===== config.mk =====
export PLATFORM = sky130hd
export DESIGN_NAME = key_debounce
export DESIGN_NICKNAME = d
export VERILOG_FILES = /design/src/rtl/key_pkg.sv /design/src/rtl/key_debounce_ch.sv /design/src/rtl/key_debounce.sv
export SDC_FILE = /design/constraint.sdc
export NUM_CORES = 1
export LEC_CHECK = 0
export ABC_AREA = 1
export CAP_MARGIN = 20
export CORE_MARGIN = 4
export CORE_UTILIZATION = 40
export DETAILED_ROUTE_END_ITERATION = 16
export SYNTH_ARGS = -nofsm -noshare
export SYNTH_HDL_FRONTEND = slang
export SYNTH_SLANG_ARGS = --single-unit

===== constraint.sdc =====
create_clock -name clk -period 3.7 [get_ports clk]
set_input_delay 0.37 -clock clk [delete_from_list [all_inputs] [get_ports clk]]
set_output_delay 0.37 -clock clk [all_outputs]
set_load 0.02 [all_outputs]

===== src/rtl/key_pkg.sv =====
// rtl/key_pkg.sv - shared state encoding and sizing helper for the key debouncer
package key_pkg;

  // Per-channel debounce states; the WAIT states count stable samples toward a change
  typedef enum logic [1:0] {
    ST_RELEASED     = 2'b00,
    ST_PRESS_WAIT   = 2'b01,
    ST_PRESSED      = 2'b11,
    ST_RELEASE_WAIT = 2'b10
  } key_state_e;

  // Counter only has to reach cycles-1, so ceil(log2(cycles)) bits suffice (at least 1)
  function automatic int cnt_width(input int cycles);
    if (cycles <= 2) begin
      return 1;
    end
    return $clog2(cycles);
  endfunction

endpackage


===== src/rtl/key_debounce_ch.sv =====
// rtl/key_debounce_ch.sv - single key: synchroniser, stable-count FSM, level and pulses
module key_debounce_ch
  import key_pkg::*;
#(
  parameter int DEBOUNCE_CYCLES = 500000,
  parameter int ACTIVE_LOW      = 1
) (
  input  logic clk,
  input  logic rst,
  input  logic key_raw,
  output logic key_level,
  output logic key_press,
  output logic key_release
);

  localparam int             CW       = cnt_width(DEBOUNCE_CYCLES);
  localparam logic [CW-1:0]  CNT_LAST = CW'(DEBOUNCE_CYCLES - 1);
  localparam logic [CW-1:0]  CNT_ONE  = CW'(1);
  localparam logic [CW-1:0]  CNT_ZERO = '0;
  // Pin level while the key is not pressed; the synchroniser resets to it so
  // leaving reset never looks like an edge
  localparam logic           IDLE_PIN = (ACTIVE_LOW != 0) ? 1'b1 : 1'b0;

  logic          sync1;
  logic          sync2;
  logic          key_s;

  key_state_e    state;
  key_state_e    state_nxt;
  logic [CW-1:0] cnt;
  logic [CW-1:0] cnt_nxt;
  logic          level_nxt;
  logic          press_nxt;
  logic          release_nxt;

  // Two-flop synchroniser for the asynchronous pin
  always_ff @(posedge clk or posedge rst) begin
    if (rst) begin
      sync1 <= IDLE_PIN;
      sync2 <= IDLE_PIN;
    end else begin
      sync1 <= key_raw;
      sync2 <= sync1;
    end
  end

  // Normalise so that 1 always means pressed from here on
  assign key_s = (ACTIVE_LOW != 0) ? ~sync2 : sync2;

  // State, counter and registered outputs
  always_ff @(posedge clk or posedge rst) begin
    if (rst) begin
      state       <= ST_RELEASED;
      cnt         <= CNT_ZERO;
      key_level   <= 1'b0;
      key_press   <= 1'b0;
      key_release <= 1'b0;
    end else begin
      state       <= state_nxt;
      cnt         <= cnt_nxt;
      key_level   <= level_nxt;
      key_press   <= press_nxt;
      key_release <= release_nxt;
    end
  end

  // Next-state: a change is accepted only after DEBOUNCE_CYCLES consecutive
  // samples disagree with the current level; any agreeing sample restarts it.
  // The terminal compare leaves the WAIT state before the counter can wrap.
  always_comb begin
    state_nxt   = state;
    cnt_nxt     = cnt;
    level_nxt   = key_level;
    press_nxt   = 1'b0;
    release_nxt = 1'b0;
    unique case (state)
      ST_RELEASED: begin
        if (key_s) begin
          state_nxt = ST_PRESS_WAIT;
          cnt_nxt   = CNT_ONE;
        end else begin
          cnt_nxt   = CNT_ZERO;
        end
      end
      ST_PRESS_WAIT: begin
        if (!key_s) begin
          state_nxt = ST_RELEASED;
          cnt_nxt   = CNT_ZERO;
        end else if (cnt == CNT_LAST) begin
          state_nxt = ST_PRESSED;
          cnt_nxt   = CNT_ZERO;
          level_nxt = 1'b1;
          press_nxt = 1'b1;
        end else begin
          cnt_nxt   = cnt + CNT_ONE;
        end
      end
      ST_PRESSED: begin
        if (!key_s) begin
          state_nxt = ST_RELEASE_WAIT;
          cnt_nxt   = CNT_ONE;
        end else begin
          cnt_nxt   = CNT_ZERO;
        end
      end
      ST_RELEASE_WAIT: begin
        if (key_s) begin
          state_nxt = ST_PRESSED;
          cnt_nxt   = CNT_ZERO;
        end else if (cnt == CNT_LAST) begin
          state_nxt   = ST_RELEASED;
          cnt_nxt     = CNT_ZERO;
          level_nxt   = 1'b0;
          release_nxt = 1'b1;
        end else begin
          cnt_nxt     = cnt + CNT_ONE;
        end
      end
      default: begin
        state_nxt = ST_RELEASED;
        cnt_nxt   = CNT_ZERO;
        level_nxt = 1'b0;
      end
    endcase
  end

endmodule


===== src/rtl/key_debounce.sv =====
// rtl/key_debounce.sv - NUM_KEYS independent debounced key channels
module key_debounce
  import key_pkg::*;
#(
  parameter int NUM_KEYS        = 2,
  parameter int DEBOUNCE_CYCLES = 500000,
  parameter int ACTIVE_LOW      = 1
) (
  input  logic                clk,
  input  logic                rst,
  input  logic [NUM_KEYS-1:0] key_raw,
  output logic [NUM_KEYS-1:0] key_level,
  output logic [NUM_KEYS-1:0] key_press,
  output logic [NUM_KEYS-1:0] key_release
);

  // One fully independent channel per key; simultaneous events land in the same cycle
  for (genvar i = 0; i < NUM_KEYS; i++) begin : g_ch
    key_debounce_ch #(
      .DEBOUNCE_CYCLES (DEBOUNCE_CYCLES),
      .ACTIVE_LOW      (ACTIVE_LOW)
    ) u_ch (
      .clk         (clk),
      .rst         (rst),
      .key_raw     (key_raw[i]),
      .key_level   (key_level[i]),
      .key_press   (key_press[i]),
      .key_release (key_release[i])
    );
  end

endmodule


==> flow_summary.ini <==
; generated from flow reports
[run_status]
status = finished, final reports clean

[die]
fp-row-count = 31
core_um2 = 7331
ios = 10
die-area_um2 = 9115

[cts]
cts_root_buffer = clkbuf_8
numCtsBuffers = 5
cts_sinks = 52
clkTransAtPathRegs_ns = 0.10

[finish]
regMostFlops = g_ch.u_ch.cnt
final_core_util = 0.4552
area_growth_pct = 9.035
largestClassByArea = combinational gates

[worst_setup_path]
cp_data_arrival_time_ns = 1.96
reg2reg_slack_ns = 1.92
endpoint = g_ch[0].u_ch.cnt[0]$_DFF_PP0_
critPathMaxStageDelay_ns = 0.50

[pwr]
ir_drop_uv = 273.3
p_comb_frac = 0.241

[sta]
setup_viol_count_final = 0
finalCritPeriodShare = 0.4806

[drt]
wl_met3_um = 134

[grt]
grtUsageMet2 = 0.2251
## cell usage in the layout (no fill, tap or decap), drive strengths merged, types with 2 or more instances in the layout
cell type / instances
nor2: 83
nand2: 69
dfrtp: 48
inv: 46
nand3: 31
xor2: 23
nor3: 17
nand4: 14
ha: 11
o21ai: 10
clkdlybuf4s50: 9
xnor2: 7
clkbuf: 5
a21oi: 4
dfstp: 4
and2: 3
clkinv: 2
## logic make-up after synthesis
| family | synth area share |
|---|---|
| flip-flops | 0.4268 |
| AND/OR/NAND/NOR | 0.3356 |
| buffers and inverters | 0.08054 |
| AND-OR/OR-AND | 0.02290 |
| XOR/XNOR | 0.08585 |
| adder cells (fa/ha/maj) | 0.04497 |
| multiplexers | 0.003271 |
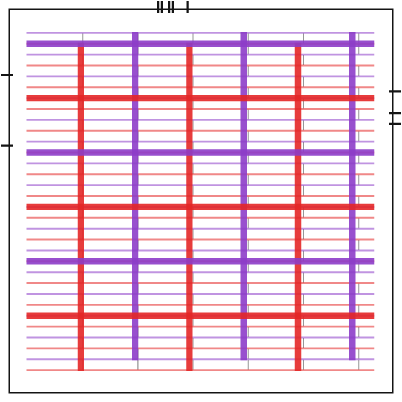
Fig. 1. Supply network.
Drawn at 4 px/um. Pins as bars on the die edge. Tap cells in grey.
net	colour
VDD	purple
VSS	red
tap cells	99
met4 straps	6
met5 straps	6

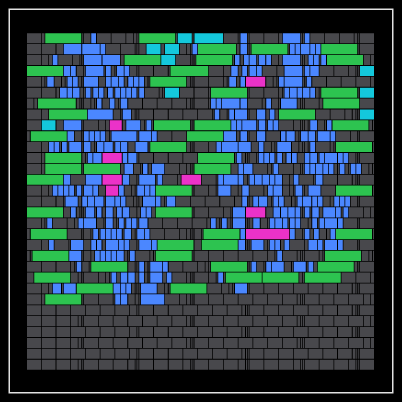
Fig. 2. Cells coloured by class.
Drawn at 4 px/um. Fill, decap, tap and diode cells in grey.
class	colour	cells	share of their area
clock drivers and dummy loads	magenta	8	3.6%
sequential cells	green	52	41%
remaining buffers and delay cells	cyan	10	3.4%
combinational and other logic	blue	320	52%

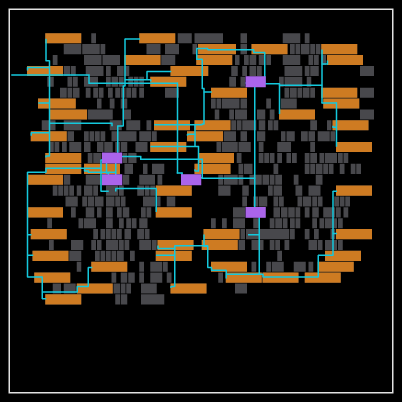
Fig. 3. Clock distribution.
Drawn at 4 px/um.
[flip-flops] orange | count: 52
[clock drivers] purple | count: 5
[clock wires] cyan | length: 646 um
routed clock nets	6

